$ cat src/rtl/mul_share_pkg.sv
// Shared types and constants for the shared-multiplier arbiter.
// Operand and result stage records carry a 3-bit requester tag so the
// same types serve every NREQ up to MAX_NREQ.
package mul_share_pkg;

   localparam int OPW      = 16;
   localparam int PRODW    = 32;
   localparam int MAX_NREQ = 8;
   localparam int MAX_IDW  = 3;

   typedef struct packed {
      logic [OPW-1:0]     x;
      logic [OPW-1:0]     y;
      logic [MAX_IDW-1:0] id;
      logic               v;
   } op_t;

   typedef struct packed {
      logic [PRODW-1:0]   z;
      logic [MAX_IDW-1:0] id;
      logic               v;
   } rsp_t;

   // Index following idx in a ring of n slots.
   function automatic int unsigned wrap_next(input int unsigned idx, input int unsigned n);
      return (idx + 1 >= n) ? 0 : idx + 1;
   endfunction

endpackage

$ cat src/rtl/mul_share_arb_rr_picker.sv
// Combinational round-robin picker: starting at ptr, selects the first
// set request bit (wrapping modulo N). Returns a one-hot grant, its
// encoded index and a flag telling whether anything was granted.
module rr_picker #(
   parameter int N  = 4,
   parameter int IW = (N > 1) ? $clog2(N) : 1
) (
   input  logic [N-1:0]  req,
   input  logic [IW-1:0] ptr,
   output logic [N-1:0]  grant,
   output logic [IW-1:0] idx,
   output logic          any
);

   logic [IW-1:0] pos;

   // Scan the ring from ptr and keep the first requester found.
   always_comb begin
      grant = '0;
      idx   = '0;
      any   = 1'b0;
      pos   = '0;
      for (int k = 0; k < N; k++) begin
         pos = IW'((int'(ptr) + k) % N);
         if (!any && req[pos]) begin
            grant[pos] = 1'b1;
            idx        = pos;
            any        = 1'b1;
         end
      end
   end

endmodule

$ cat src/rtl/multiplier16b.sv
// Unsigned 16x16 combinational multiplier giving a full 32-bit product.
module multiplier16b (
   input  logic [15:0] a,
   input  logic [15:0] b,
   output logic [31:0] p
);

   assign p = 32'(a) * 32'(b);

endmodule

$ cat src/rtl/mul_share_arb.sv
// mul_share_arb: shares one multiplier16b between NREQ requesters.
// Round-robin arbitration, registered operands (S1), registered result (S2)
// tagged with the requester ID, per-requester valid/ready response channels.
// Optional build macro MUL_SHARE_ARB_RETIME_EN adds a third result register
// (S3) after S2; responses then leave from S3 one cycle later. The port list
// is the same in both builds.
module mul_share_arb
   import mul_share_pkg::*;
#(
   parameter int NREQ = 4,
   parameter int IDW  = $clog2(NREQ)
) (
   input  logic                clk,
   input  logic                rst_n,
   input  logic [NREQ-1:0]     req_valid,
   output logic [NREQ-1:0]     req_ready,
   input  logic [NREQ*16-1:0]  req_x,
   input  logic [NREQ*16-1:0]  req_y,
   output logic [NREQ-1:0]     rsp_valid,
   input  logic [NREQ-1:0]     rsp_ready,
   output logic [31:0]         rsp_z,
   output logic                busy,
   output logic [15:0]         ops_cnt
);

   op_t              s1_reg;
   rsp_t             s2_reg;
   rsp_t             out_stage;
   logic [IDW-1:0]   ptr_reg;
   logic [IDW-1:0]   ptr_next;
   logic [IDW-1:0]   grant_idx;
   logic [NREQ-1:0]  grant;
   logic             grant_any;
   logic [OPW-1:0]   x_masked [NREQ];
   logic [OPW-1:0]   y_masked [NREQ];
   logic [OPW-1:0]   x_sel;
   logic [OPW-1:0]   y_sel;
   logic [PRODW-1:0] mul_p;
   logic [IDW-1:0]   out_id;
   logic             rsp_fire;
   logic             s2_leave;
   logic             s2_free;
   logic             s1_adv;
   logic             can_accept;
   logic             accept;
   logic [15:0]      ops_cnt_reg;
   logic             unused_id_hi;

   rr_picker #(
      .N  (NREQ),
      .IW (IDW)
   ) u_picker (
      .req   (req_valid),
      .ptr   (ptr_reg),
      .grant (grant),
      .idx   (grant_idx),
      .any   (grant_any)
   );

   multiplier16b u_mul (
      .a (s1_reg.x),
      .b (s1_reg.y),
      .p (mul_p)
   );

`ifdef MUL_SHARE_ARB_RETIME_EN
   rsp_t s3_reg;
   logic s3_free;

   assign out_stage = s3_reg;
   assign s3_free   = !s3_reg.v | rsp_fire;
   assign s2_leave  = s2_reg.v & s3_free;
   assign busy      = s1_reg.v | s2_reg.v | s3_reg.v;

   // S3 output register: takes S2 when it advances, empties on response transfer.
   always_ff @(posedge clk or negedge rst_n) begin
      if (!rst_n) begin
         s3_reg <= '0;
      end else if (s2_leave) begin
         s3_reg <= s2_reg;
      end else if (rsp_fire) begin
         s3_reg <= '0;
      end
   end
`else
   assign out_stage = s2_reg;
   assign s2_leave  = rsp_fire;
   assign busy      = s1_reg.v | s2_reg.v;
`endif

   // Stall chain: a stage may move only when the one after it frees up.
   assign out_id     = out_stage.id[IDW-1:0];
   assign rsp_fire   = out_stage.v & rsp_ready[out_id];
   assign s2_free    = !s2_reg.v | s2_leave;
   assign s1_adv     = s1_reg.v & s2_free;
   assign can_accept = !s1_reg.v | s1_adv;

   // Nothing is accepted while reset is held, even though the stages are empty.
   assign accept     = grant_any & can_accept & rst_n;
   assign req_ready  = grant & {NREQ{can_accept & rst_n}};
   assign ptr_next   = IDW'(wrap_next(32'(grant_idx), NREQ));

   assign rsp_z        = out_stage.z;
   assign ops_cnt      = ops_cnt_reg;
   assign unused_id_hi = ^out_stage.id;

   for (genvar gi = 0; gi < NREQ; gi++) begin : g_req
      assign x_masked[gi]  = req_x[gi*OPW +: OPW] & {OPW{grant[gi]}};
      assign y_masked[gi]  = req_y[gi*OPW +: OPW] & {OPW{grant[gi]}};
      assign rsp_valid[gi] = out_stage.v & (out_id == IDW'(gi));
   end

   // OR together the operand slices masked by the one-hot grant.
   always_comb begin
      x_sel = '0;
      y_sel = '0;
      for (int i = 0; i < NREQ; i++) begin
         x_sel = x_sel | x_masked[i];
         y_sel = y_sel | y_masked[i];
      end
   end

   // S1 operand register: loads on accept, empties when it advances alone.
   always_ff @(posedge clk or negedge rst_n) begin
      if (!rst_n) begin
         s1_reg <= '0;
      end else if (accept) begin
         s1_reg.x  <= x_sel;
         s1_reg.y  <= y_sel;
         s1_reg.id <= 3'(grant_idx);
         s1_reg.v  <= 1'b1;
      end else if (s1_adv) begin
         s1_reg.v <= 1'b0;
      end
   end

   // S2 result register: captures the product; zeroed when it drains empty.
   always_ff @(posedge clk or negedge rst_n) begin
      if (!rst_n) begin
         s2_reg <= '0;
      end else if (s1_adv) begin
         s2_reg.z  <= mul_p;
         s2_reg.id <= s1_reg.id;
         s2_reg.v  <= 1'b1;
      end else if (s2_leave) begin
         s2_reg <= '0;
      end
   end

   // Round-robin pointer moves past the winner only when a request transfers.
   always_ff @(posedge clk or negedge rst_n) begin
      if (!rst_n) begin
         ptr_reg <= '0;
      end else if (accept) begin
         ptr_reg <= ptr_next;
      end
   end

   // Completed-operation counter, wraps naturally at 16 bits.
   always_ff @(posedge clk or negedge rst_n) begin
      if (!rst_n) begin
         ops_cnt_reg <= '0;
      end else if (rsp_fire) begin
         ops_cnt_reg <= ops_cnt_reg + 16'd1;
      end
   end

endmodule

$ cat config.mk
export PLATFORM = sky130hd
export DESIGN_NAME = mul_share_arb
export DESIGN_NICKNAME = d
export VERILOG_FILES = /design/src/rtl/mul_share_pkg.sv /design/src/rtl/mul_share_arb_rr_picker.sv /design/src/rtl/multiplier16b.sv /design/src/rtl/mul_share_arb.sv
export SDC_FILE = /design/constraint.sdc
export NUM_CORES = 1
export LEC_CHECK = 0
export ABC_AREA = 1
export CAP_MARGIN = 20
export CORE_ASPECT_RATIO = 0.7
export CORE_MARGIN = 2
export CORE_UTILIZATION = 45
export CTS_CLUSTER_DIAMETER = 120
export DETAILED_ROUTE_END_ITERATION = 10
export PLACE_DENSITY = 0.76
export SKIP_CTS_REPAIR_TIMING = 1
export SYNTH_ARGS = -nofsm -noshare
export SYNTH_HDL_FRONTEND = slang
export SYNTH_SLANG_ARGS = --single-unit
$ cat constraint.sdc
create_clock -name clk -period 5.7 [get_ports clk]
set_input_delay 0.57 -clock clk [delete_from_list [all_inputs] [get_ports clk]]
set_output_delay 0.57 -clock clk [all_outputs]
set_load 0.005 [all_outputs]
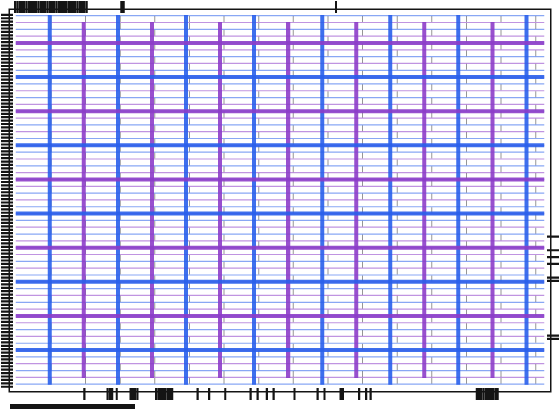
*Power grid, run 1*
Scale bar: 50 um. Pins as bars on the die edge. Tap cells in gray.
Blue shows VSS. Purple shows VDD.
15 straps on met4. 195 signal pins sit on the boundary.

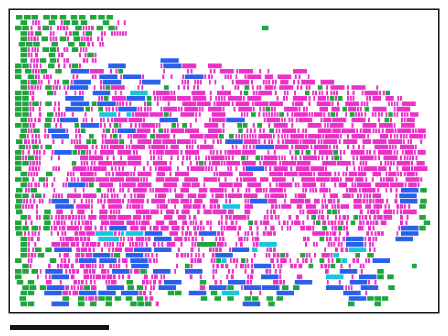
*Placement by cell class, run 1*
Scale bar: 50 um.
Cyan shows clock drivers and dummy loads, cells 16. Blue shows flip-flops, cells 88. Magenta shows all other logic, cells 1738. Green shows other buffers and delay cells, cells 273.

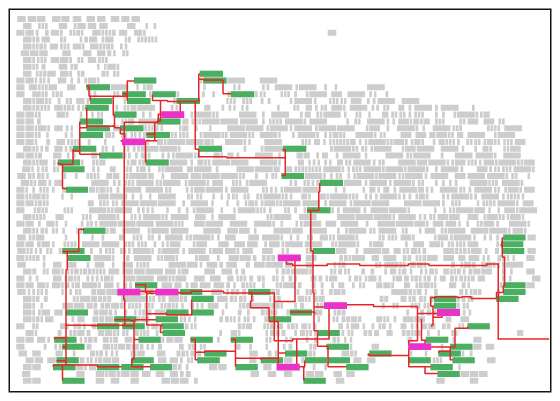
*Clock wires, drivers and flops, run 1*
Green shows flip-flops, count 88. Red shows clock wires, length 1440 um. Magenta shows cells driving clock nets, count 9.
Position of the flops: all over the die.

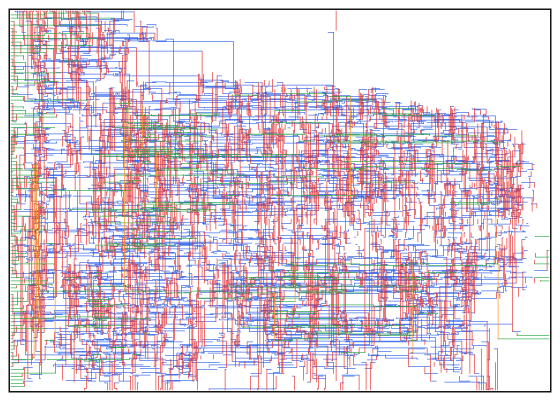
*Routed metal, one color a layer, run 1*
Orange shows met4, wire length 651 um. Red shows met2, wire length 18000 um. Green shows met3, wire length 3540 um. Blue shows met1, wire length 17800 um.

==> out/metrics.yaml, run 1 <==
outcome:
  status: "finished, final reports clean"
synthesis:
  synth-edff-count: 0
  ys_ff: 88
  synthesis.area_per_instance_sq_um: 7.219
  top_cells_by_count: "nand2_1 (618), inv_1 (402), fa_1 (194)"
  yosysUniqueCellTypes: 38
  synth-simple-area-share_pct: 25.48
  yosys_cells: 1947
  top_area_cell: "fa_1"
  most_common_cell: "nand2_1"
  ys.flop_type: "dfrtp_1"
  synthAoiAreaFrac_pct: 4.522
  synthTopCellsByArea: "fa_1 (28%), nand2_1 (17%), dfrtp_1 (16%), inv_1 (11%), ha_1 (9.7%)"
  fa_ha_area_share_pct: 37.33
  yosys_area_sq_um: 14060
  yosys.stat.seqShare_pct: 15.67
  logic_family: "adder cells"
  xor_share_pct: 1.309
  synth_top_area_share_pct: 27.63
  synth_area_sq_um: 14060
  mux_share_pct: 0
  synthArstFlopShare_pct: 100.0
  synthCells: 1947
  syn_nets: 2388
  yosysWarningCount: 0
layout:
  fin_area_sq_um: 16880
  syn2layout_area_growth_pct: 20.09
  nNetsFinal: 2551
  largest_reg_flops: 35
  drive_gt1_share_pct: 7.565
  fin_util_pct: 54.55
  n_antenna_cell: 0
sta:
  slew_headroom_pct: 30.54
  max_clock_freq_ghz: 0.1808
  setup_viol: 0
  worstMarginPinSlew_ns: 1.039
  fin_skew_ns: 0.01312
  rsz0062_at_grt: "true"
  slew_viol_final: 0
  fin_crit_sh_pct: 97.01
  hold_violations: 0
  fin_hold_ws_ns: 0.1771
  fin_crit_ns: 5.529
detailed_routing:
  drt-initial-drc-count: 1035
  viasPerCell: 4.958
  drc: 0
  vias: 12570
  dr.pass1.iters: 5
  post_drt_wl_per_cell_um: 15.79
  ant_nets: 0
  totalWireLength_mm: 40.03
grt:
  track_usage_pct: 24.92
  grt_max_degree: 58
  grt_pass1_vias: 12520
  grt_antenna_before_repair: 0
  globalRoute.totalOverflow: 0
  grt_pass1_wl_mm: 64.96
die:
  fp_util_pct: 45.42
  num_rows: 54
  die_w_um: 215.2
  ios: 195
  coreArea_sq_um: 30940
  die_h_um: 151.9
  dieArea_sq_um: 32690
clocking:
  cts_buffers: 9
  tritoncts: "built"
  h-tree-depth: 3
  clk_latency_ns: 0.37
  clock_sinks: 88
  clockBufferDepth: 2
  root_buffer: "clkbuf_16"
  path_clk_slew_ns: 0.08
setup_path:
  cp_num_buf_inv: 8
  critPathArrivalTime_ns: 5.77
  path_cells: "buf_4 > nand2_1 > inv_1 > fa_1 > inv_1 > fa_1 > fa_1 > inv_1 > ha_1 > fa_1 > inv_1 > fa_1 > inv_1 > ha_1 > a21oi_1 > o21ai_0 > a21oi_2 > inv_1 > buf_4 > o21ai_0 > nand2_1"
  path_class: "flop to flop"
  critPathLaunchType: "flop"
  path_delay_family: "adder cells"
  cp-end-kind: "flop"
  timing.critical_path.mode_cell: "inv_1"
  critPathMaxFanout: 8
  crit_required_ns: 5.94
  slowest_stage: "fa_1"
  cp_slowest_stage_delay_ns: 0.55
placement:
  hpwl_mm: 33.77
  placed_area_sq_um: 16410
  port_buffers: 194
  place.gp.congestion: 0.9508
worst_hold_path:
  min_path_type: "input pin to async pin"
flow_run:
  max-cap-violations: 0
  tool_warnings: 30
==> run 1: cells by family after synthesis <==
kind of cell / count (synthesis)
fa+ha+maj: 303
simple gates: 890
xor+xnor: 21
buf+inv: 527
compound gates: 118
flops: 88
==> run 1: final cells by class <==
type	count	area, sq um
Tap cell	420	525.5
Fill cell	2939	14060
Clock inverter	7	76.32
Clock buffer	9	225.2
Sequential cell	88	2231
Inverter	406	1524
Multi-Input combinational cell	1332	9746
Timing Repair Buffer	273	2552
==> run 1: cells in the final DEF (no fill, tap or decap), types with 3 or more instances in the layout <==
cell,instances
inv_6,3
o21ai_1,5
inv_1,402
o21ai_0,46
nand3b_1,5
nor3_1,10
nor2_2,5
a21boi_0,4
xnor2_1,11
xor2_1,9
nand3_1,69
buf_4,79
nor3_2,4
dfrtp_1,65
fa_1,194
nand4_1,12
nand2_2,5
clkbuf_16,9
dfrtp_2,23
clkdlybuf4s50_1,193
ha_2,3
nand3_2,5
nor2_1,151
a21oi_1,43
inv_2,4
a22o_1,3
nand2_1,617
ha_1,106
a21oi_2,7
==> run 1: final timing paths <==
check                                start  depth (start not counted)  slack (ns)          to
worst min-delay path                 rst_n                          1        0.18    rsp_z[7]
worst min register to register    rsp_z[9]                          2        0.49    rsp_z[9]
min in group clk                  rsp_z[9]                          2        0.49    rsp_z[9]
worst max register to register  s1_reg[25]                         21        0.17   rsp_z[11]
max in group asynchronous            rst_n                          2        4.28  s1_reg[28]
worst max-delay path            s1_reg[25]                         21        0.17   rsp_z[11]
==> run 1: metrics by stage <==
step                      worst slack (ns)  TNS (ns)  cells
after floorplan                     0.2883         0   1947
after global placement             0.06481         0   2512
after detailed placement           0.02394         0   2513
after CTS                         -0.01101  -0.01101   2529
after global routing              -0.01484  -0.04445   2535
final                               0.1705         0   2535
==> run 1: per-layer routing <==
metal | global-route usage [%] | wire (um) | up-vias
met1 | 35.40 | 17830 | 6023
li1 | - | - | 6023
met4 | 4.926 | 651 | 0
met3 | 5.946 | 3543 | 45
met5 | 0 | 0 | -
met2 | 39.06 | 18000 | 477
==> run 1: worst reg2reg max path, cell delays in order, from the launching register on <==
cell,delay [ns]
dfrtp_2,0.50
buf_4,0.20
nand2_1,0.05
inv_1,0.06
fa_1,0.55
inv_1,0.06
fa_1,0.43
fa_1,0.50
inv_1,0.05
ha_1,0.32
fa_1,0.54
inv_1,0.05
fa_1,0.55
inv_1,0.05
ha_1,0.35
a21oi_1,0.21
o21ai_0,0.13
a21oi_2,0.18
inv_1,0.12
buf_4,0.15
o21ai_0,0.27
nand2_1,0.08
==> run 2: changes to the inputs <==
--- a/config.mk
+++ b/config.mk
@@ -11,6 +11,7 @@
 export CORE_MARGIN = 2
 export CORE_UTILIZATION = 45
 export CTS_CLUSTER_DIAMETER = 120
+export CTS_CLUSTER_SIZE = 24
 export DETAILED_ROUTE_END_ITERATION = 10
 export PLACE_DENSITY = 0.76
 export SKIP_CTS_REPAIR_TIMING = 1
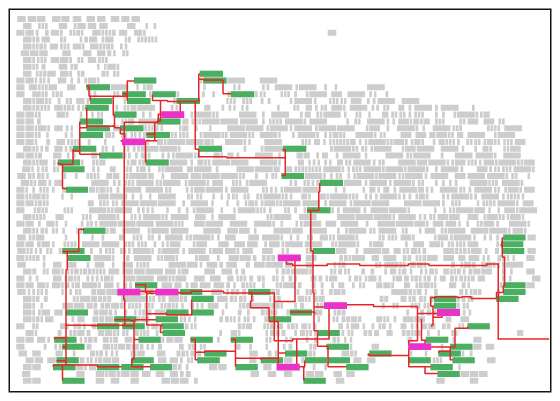
*Clock wires, drivers and flops, run 2*
Green shows flip-flops, count 88. Red shows clock wires, length 1440 um. Magenta shows cells driving clock nets, count 9.
There are 10 routed clock nets. Position of the flops: all over the die.

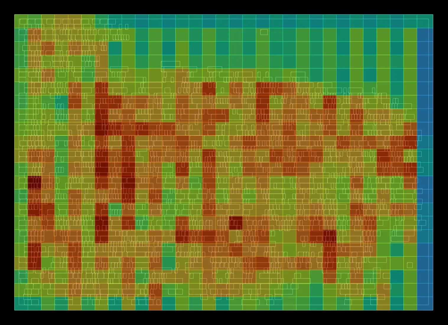
*Track usage over the die, run 2*
GRT Util Overall: 24.92%
routing usage on met2: 39.06%
met3 Usage GRT: 5.946%
routing usage on met1: 35.40%
wire per inst: 15.79 um

==> run 2 against run 1 <==
Utilization stayed put. Clock skew stayed put. Global-route usage stayed put. Final area stayed put. Critical endpoint unchanged. Sequential cell count stayed put. Wire length stayed put. Critical path depth stayed put. Highest routed layer unchanged.
==> out/metrics.yaml, run 2 <==
synthesis:
  top_area_cell: "fa_1"
  yosysWarningCount: 0
  syn_nets: 2388
  synth_area_sq_um: 14060
  yosys.stat.seqShare_pct: 15.67
  most_common_cell: "nand2_1"
  synth-edff-count: 0
  yosys_area_sq_um: 14060
  synthTopCellsByArea: "fa_1 (28%), nand2_1 (17%), dfrtp_1 (16%), inv_1 (11%), ha_1 (9.7%)"
  yosysUniqueCellTypes: 38
  synthCells: 1947
  top_cells_by_count: "nand2_1 (618), inv_1 (402), fa_1 (194)"
  synthArstFlopShare_pct: 100.0
  synth_top_area_share_pct: 27.63
  ys_ff: 88
  ys.flop_type: "dfrtp_1"
  synthesis.area_per_instance_sq_um: 7.219
  yosys_cells: 1947
setup_path:
  rr_endpoint: "rsp_z[11]"
  critPathArrivalTime_ns: 5.77
  crit_required_ns: 5.94
  reg2regPathDepth: 21
  cp-end-kind: "flop"
  crit_cells: 21
  path_delay_family: "adder cells"
  path_class: "flop to flop"
  path_cells: "buf_4 > nand2_1 > inv_1 > fa_1 > inv_1 > fa_1 > fa_1 > inv_1 > ha_1 > fa_1 > inv_1 > fa_1 > inv_1 > ha_1 > a21oi_1 > o21ai_0 > a21oi_2 > inv_1 > buf_4 > o21ai_0 > nand2_1"
  cp_slowest_stage_delay_ns: 0.55
  critPathMaxFanout: 8
  timing.critical_path.mode_cell: "inv_1"
  critPathLaunchType: "flop"
  cp_num_buf_inv: 8
  crit_path_start: "s1_reg[25]"
  r2r_start: "s1_reg[25]"
  setup.worst_path.end: "rsp_z[11]"
  rrSetupSlack_ns: 0.17
  slowest_stage: "fa_1"
clocking:
  clk_latency_ns: 0.37
  cts_buffers: 9
  root_buffer: "clkbuf_16"
  path_clk_slew_ns: 0.08
  h-tree-depth: 3
  clockBufferDepth: 2
  clock_sinks: 88
  tritoncts: "built"
layout:
  flop_area_sq_um: 2231
  drive_gt1_share_pct: 7.565
  largest_reg_flops: 35
  instances_no_fill: 2535
  comb_area_sq_um: 9746
  fin_util_pct: 54.55
  n_antenna_cell: 0
  lay_top_cells: "nand2_1 (617), inv_1 (402), fa_1 (194), clkdlybuf4s50_1 (193), nor2_1 (151)"
  syn2layout_area_growth_pct: 20.09
  nNetsFinal: 2551
  mostFrequentLayoutCell: "nand2_1"
  filler_cell_count: 2939
outcome:
  status: "finished, final reports clean"
detailed_routing:
  vias: 12570
  totalWireLength_mm: 40.03
  dr.pass1.iters: 5
  ant_nets: 0
  drt-initial-drc-count: 1035
  drc: 0
  viasPerCell: 4.958
placement:
  post-place-ws_ns: 0.02394
  place_inst: 2513
  hpwl_mm: 33.77
  place.gp.congestion: 0.9508
  port_buffers: 194
sta:
  slew_viol_final: 0
  fin_crit_sh_pct: 97.01
  worstMarginPinSlew_ns: 1.039
  fin_skew_ns: 0.01312
  setup_slack_ns: 0.1705
  setup_viol: 0
  fin_crit_ns: 5.529
  hold_violations: 0
  fin_hold_ws_ns: 0.1771
  finalSetupTns_ns: 0
  max_clock_freq_ghz: 0.1808
  slew_headroom_pct: 30.54
  rsz0062_at_grt: "true"
grt:
  grt_max_degree: 58
  globalRoute.totalOverflow: 0
  grt_pass1_vias: 12520
  top_usage_layer: "met2"
  grt_antenna_before_repair: 0
  grt_pass1_wl_mm: 64.96
die:
  ios: 195
  coreArea_sq_um: 30940
  die_h_um: 151.9
  fp_util_pct: 45.42
  num_rows: 54
  dieArea_sq_um: 32690
  die_w_um: 215.2
flow_run:
  max-cap-violations: 0
  tool_warnings: 30
worst_hold_path:
  min_path_type: "input pin to async pin"
==> run 2: cell counts in the layout (fill, tap and decap cells not counted) <==
Identical to the previous run, type by type.
==> run 2: layout make-up <==
cell class,count,share of cell area [%]
multi-input cells,1332,57.73
clock buffers,9,1.334
repair buffers,273,15.12
flip-flops and latches,88,13.22
well taps,420,3.113
inverters,406,9.028
clock inverters,7,0.4522
==> run 2: worst register-to-register path, delay by kind of cell, from the launching register on <==
kind                       cells  cell delay (ns)
DFF                            1             0.50
buffers and inverters          8             0.74
and+or+nand+nor                2             0.13
AOI/OAI and AO/OA              4             0.79
adders and majority gates      7             3.24
==> run 2: logic make-up (layout without fill, tap and decap cells) <==
group           Yosys count  count (layout)  synth area share [%]
xor+xnor                 21              21                 1.309
simple gates            890             890                 25.48
fa+ha+maj               303             303                 37.33
buf+inv                 527             695                 15.69
compound gates          118             118                 4.522
flops                    88              88                 15.67
==> run 2: how the worst min path moves through the flow <==
| stage | start | endpoint | slack [ns] |
|---|---|---|---|
| floorplan | rst_n | async pin | 0.27 |
| CTS | rst_n | rsp_z[11] | 0.19 |
| finish | rst_n | rsp_z[7] | 0.18 |
| detailed placement | rsp_z[18] | rsp_z[18] | 0.47 |
| global placement | rsp_z[10] | rsp_z[10] | 0.47 |
| global route | rst_n | rsp_z[11] | 0.21 |
==> run 2: per-stage QoR <==
| stage | cell area [sq um] |
|---|---|
| 6_report | 16880 |
| 5_1_grt | 16880 |
| 4_1_cts | 16710 |
| 3_5_place_dp | 16410 |
| 3_3_place_gp | 16380 |
| 2_1_floorplan | 14060 |
==> run 2: routing by layer <==
metal,wire length [um],vias to the layer above,part of all wire [%]
met3,3543,45,8.9
met4,651,0,1.6
met5,0,-,0
met2,18000,477,45
met1,17830,6023,45
li1,-,6023,-
### Placement by cell class, run 2

Scale bar: 50 um.
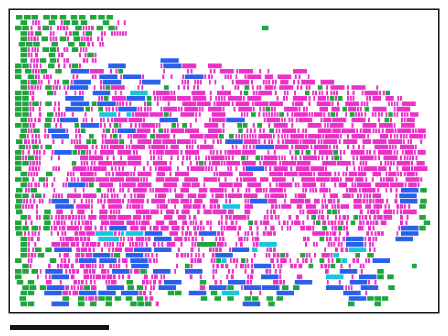

==> run 3: changes to the inputs <==
--- a/config.mk
+++ b/config.mk
@@ -7,13 +7,15 @@
 export LEC_CHECK = 0
 export ABC_AREA = 1
 export CAP_MARGIN = 20
+export CELL_PAD_IN_SITES_DETAIL_PLACEMENT = 1
+export CELL_PAD_IN_SITES_GLOBAL_PLACEMENT = 1
 export CORE_ASPECT_RATIO = 0.7
-export CORE_MARGIN = 2
-export CORE_UTILIZATION = 45
+export CORE_MARGIN = 4
+export CORE_UTILIZATION = 38
 export CTS_CLUSTER_DIAMETER = 120
 export CTS_CLUSTER_SIZE = 24
 export DETAILED_ROUTE_END_ITERATION = 10
-export PLACE_DENSITY = 0.76
+export PLACE_DENSITY = 0.86
 export SKIP_CTS_REPAIR_TIMING = 1
 export SYNTH_ARGS = -nofsm -noshare
 export SYNTH_HDL_FRONTEND = slang
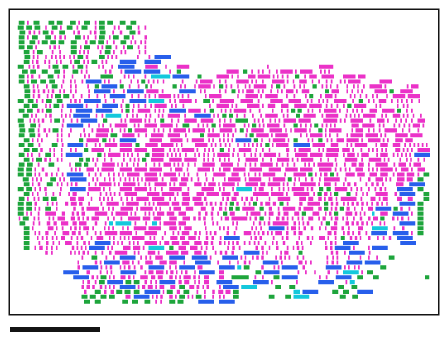
*Placement by cell class, run 3*
Scale bar: 50 um.
Green shows other buffers and delay cells, cells 281. Cyan shows clock drivers and dummy loads, cells 16. Blue shows flip-flops, cells 88. Magenta shows all other logic, cells 1738.

==> run 3 against run 2 <==
Setup slack got worse by 0.052 ns. Clock-buffer cell count stayed put. Synthesized cell count stayed put. Critical path depth did not move. Clock skew increased by 0.0051 ns. Final area grew 2.1%. Synthesized area stayed put. Non-clock buffer count grew 8. Die area up 23%.
==> out/metrics.yaml, run 3 <==
synthesis:
  synth-simple-area-share_pct: 25.48
  ys_ff: 88
  yosysWarningCount: 0
  synthesis.area_per_instance_sq_um: 7.219
  yosys.stat.seqShare_pct: 15.67
  synthTopCellsByArea: "fa_1 (28%), nand2_1 (17%), dfrtp_1 (16%), inv_1 (11%), ha_1 (9.7%)"
  top_area_cell: "fa_1"
  yosysUniqueCellTypes: 38
  fa_ha_area_share_pct: 37.33
  top_cells_by_count: "nand2_1 (618), inv_1 (402), fa_1 (194)"
  ys.flop_type: "dfrtp_1"
  synthCells: 1947
  synth-edff-count: 0
  synthArstFlopShare_pct: 100.0
  yosys_area_sq_um: 14060
  mux_share_pct: 0
  yosys_cells: 1947
  synth_area_sq_um: 14060
  logic_family: "adder cells"
  xor_share_pct: 1.309
  synth_top_area_share_pct: 27.63
  most_common_cell: "nand2_1"
  syn_nets: 2388
  synthAoiAreaFrac_pct: 4.522
setup_path:
  rrSetupSlack_ns: 0.12
  timing.critical_path.mode_cell: "inv_1"
  reg2regPathDepth: 21
  path_cells: "buf_4 > nand2_1 > inv_1 > fa_1 > inv_1 > fa_1 > fa_2 > inv_1 > ha_1 > fa_1 > inv_1 > fa_1 > inv_1 > ha_2 > a21oi_2 > o21ai_1 > a21oi_2 > inv_2 > a21oi_1 > xor2_1 > o21ai_1"
  rr_endpoint: "rsp_z[19]"
  crit_required_ns: 5.93
  cp-end-kind: "flop"
  path_class: "flop to flop"
  critPathLaunchType: "flop"
  slowest_stage: "fa_1"
  critPathMaxFanout: 5
  cp_slowest_stage_delay_ns: 0.57
  r2r_start: "s1_reg[25]"
  critPathArrivalTime_ns: 5.81
clocking:
  path_clk_slew_ns: 0.08
  h-tree-depth: 3
  clock_sinks: 88
  cts_buffers: 9
  clk_latency_ns: 0.38
  clockBufferDepth: 2
  root_buffer: "clkbuf_16"
  tritoncts: "built"
layout:
  syn2layout_area_growth_pct: 22.62
  nNetsFinal: 2559
  largest_reg_flops: 35
  fin_area_sq_um: 17240
  lay_top_cells: "nand2_1 (611), inv_1 (401), clkdlybuf4s50_1 (193), fa_1 (191), nor2_1 (145)"
  n_antenna_cell: 0
  mostFrequentLayoutCell: "nand2_1"
  drive_gt1_share_pct: 9.421
  filler_cell_count: 4500
grt:
  grt_antenna_before_repair: 0
  globalRoute.totalOverflow: 0
  grt_pass1_wl_mm: 76.32
  grt_pass1_vias: 14400
  grt_max_degree: 59
  track_usage_pct: 23.87
sta:
  slew_headroom_pct: 36.56
  slew_viol_final: 0
  finalSetupTns_ns: 0
  fin_crit_ns: 5.582
  setup_viol: 0
  max_clock_freq_ghz: 0.1792
  rsz0062_at_grt: "true"
  fin_crit_sh_pct: 97.93
  fin_skew_ns: 0.01825
  hold_violations: 0
  fin_hold_ws_ns: 0.1370
  worstMarginPinSlew_ns: 0.9494
detailed_routing:
  drc: 0
  ant_nets: 0
  wirelength_met1_mm: 21.37
  viasPerCell: 5.003
  vias: 13020
  wl_met2_mm: 23.29
  totalWireLength_mm: 48.29
  top_layer: "met4"
  wl_met3_mm: 2.779
  post_drt_wl_per_cell_um: 18.55
  dr.pass1.iters: 5
  drt-initial-drc-count: 682
placement:
  place.gp.congestion: 0.9188
  hpwl_mm: 40.76
  port_buffers: 194
  placed_area_sq_um: 16570
flow_run:
  max-cap-violations: 0
  tool_warnings: 30
die:
  die_h_um: 168.9
  num_rows: 58
  die_w_um: 237.9
  coreArea_sq_um: 36210
  dieArea_sq_um: 40180
  fp_util_pct: 38.82
  ios: 195
outcome:
  status: "finished, final reports clean"
worst_hold_path:
  min_path_type: "input pin to async pin"
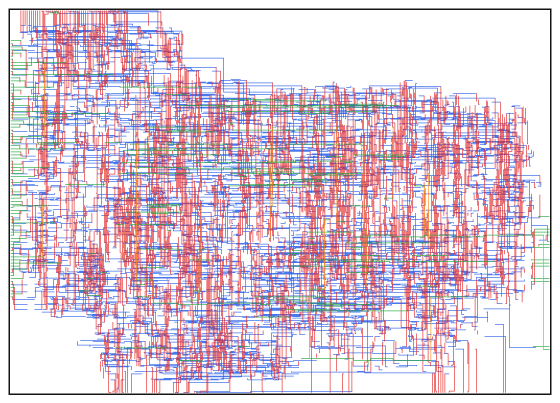
*Routed metal, one color a layer, run 3*
Red shows met2, wire length 23.3 mm. Blue shows met1, wire length 21.4 mm. Green shows met3, wire length 2780 um. Orange shows met4, wire length 853 um.

[run 3: worst max path at each step]
stage               startpoint         to  slack, ns  cells past startpoint
global route        s1_reg[29]  rsp_z[21]      -0.04                     24
detailed placement  s1_reg[31]  rsp_z[19]      -0.12                     17
global placement    s1_reg[29]  rsp_z[19]       0.05                     22
finish              s1_reg[25]  rsp_z[19]       0.12                     21
floorplan            s1_reg[5]  rsp_z[31]       0.29                     22
CTS                 s1_reg[31]  rsp_z[19]      -0.12                     17
[run 3: cell families (layout without fill, tap and decap cells)]
kind of cell	after synthesis	in the layout
DFF	88	88
and+or+nand+nor	890	890
buffers and inverters	527	703
xor gates and xnor gates	21	21
AOI/OAI and AO/OA	118	118
adders and majority gates	303	303
[run 3: per-layer routing]
layer | track usage [%] | vias up
li1 | - | 6045
met1 | 32.47 | 6577
met2 | 40.17 | 343
met3 | 4.023 | 59
met4 | 5.454 | 0
met5 | 0 | -
[run 3: metrics by stage]
step	instances	utilization, %	setup slack [ns]
final	2603	47.60	0.1182
after global routing	2603	47.60	-0.04275
after CTS	2597	46.60	-0.1228
after detailed placement	2581	45.76	-0.1160
after global placement	2580	45.69	0.04644
after floorplan	1947	-	0.2883
[run 3: worst max-delay path, delay by kind of cell (launching register included)]
family          cells  cell delay [ns]
fa+ha+maj           7             3.24
compound gates      5             0.78
buf+inv             7             0.53
flops               1             0.49
xor+xnor            1             0.31
simple gates        1             0.06
[run 3: area by class of cell]
| type | count | area, sq um | share of cell area (%) |
|---|---|---|---|
| multi-input cells | 1332 | 9923 | 57.58 |
| inverters | 406 | 1524 | 8.842 |
| well taps | 480 | 600.6 | 3.485 |
| flip-flops and latches | 88 | 2233 | 12.96 |
| clock inverters | 7 | 78.83 | 0.4573 |
| clock buffers | 9 | 225.2 | 1.307 |
| repair buffers | 281 | 2650 | 15.38 |
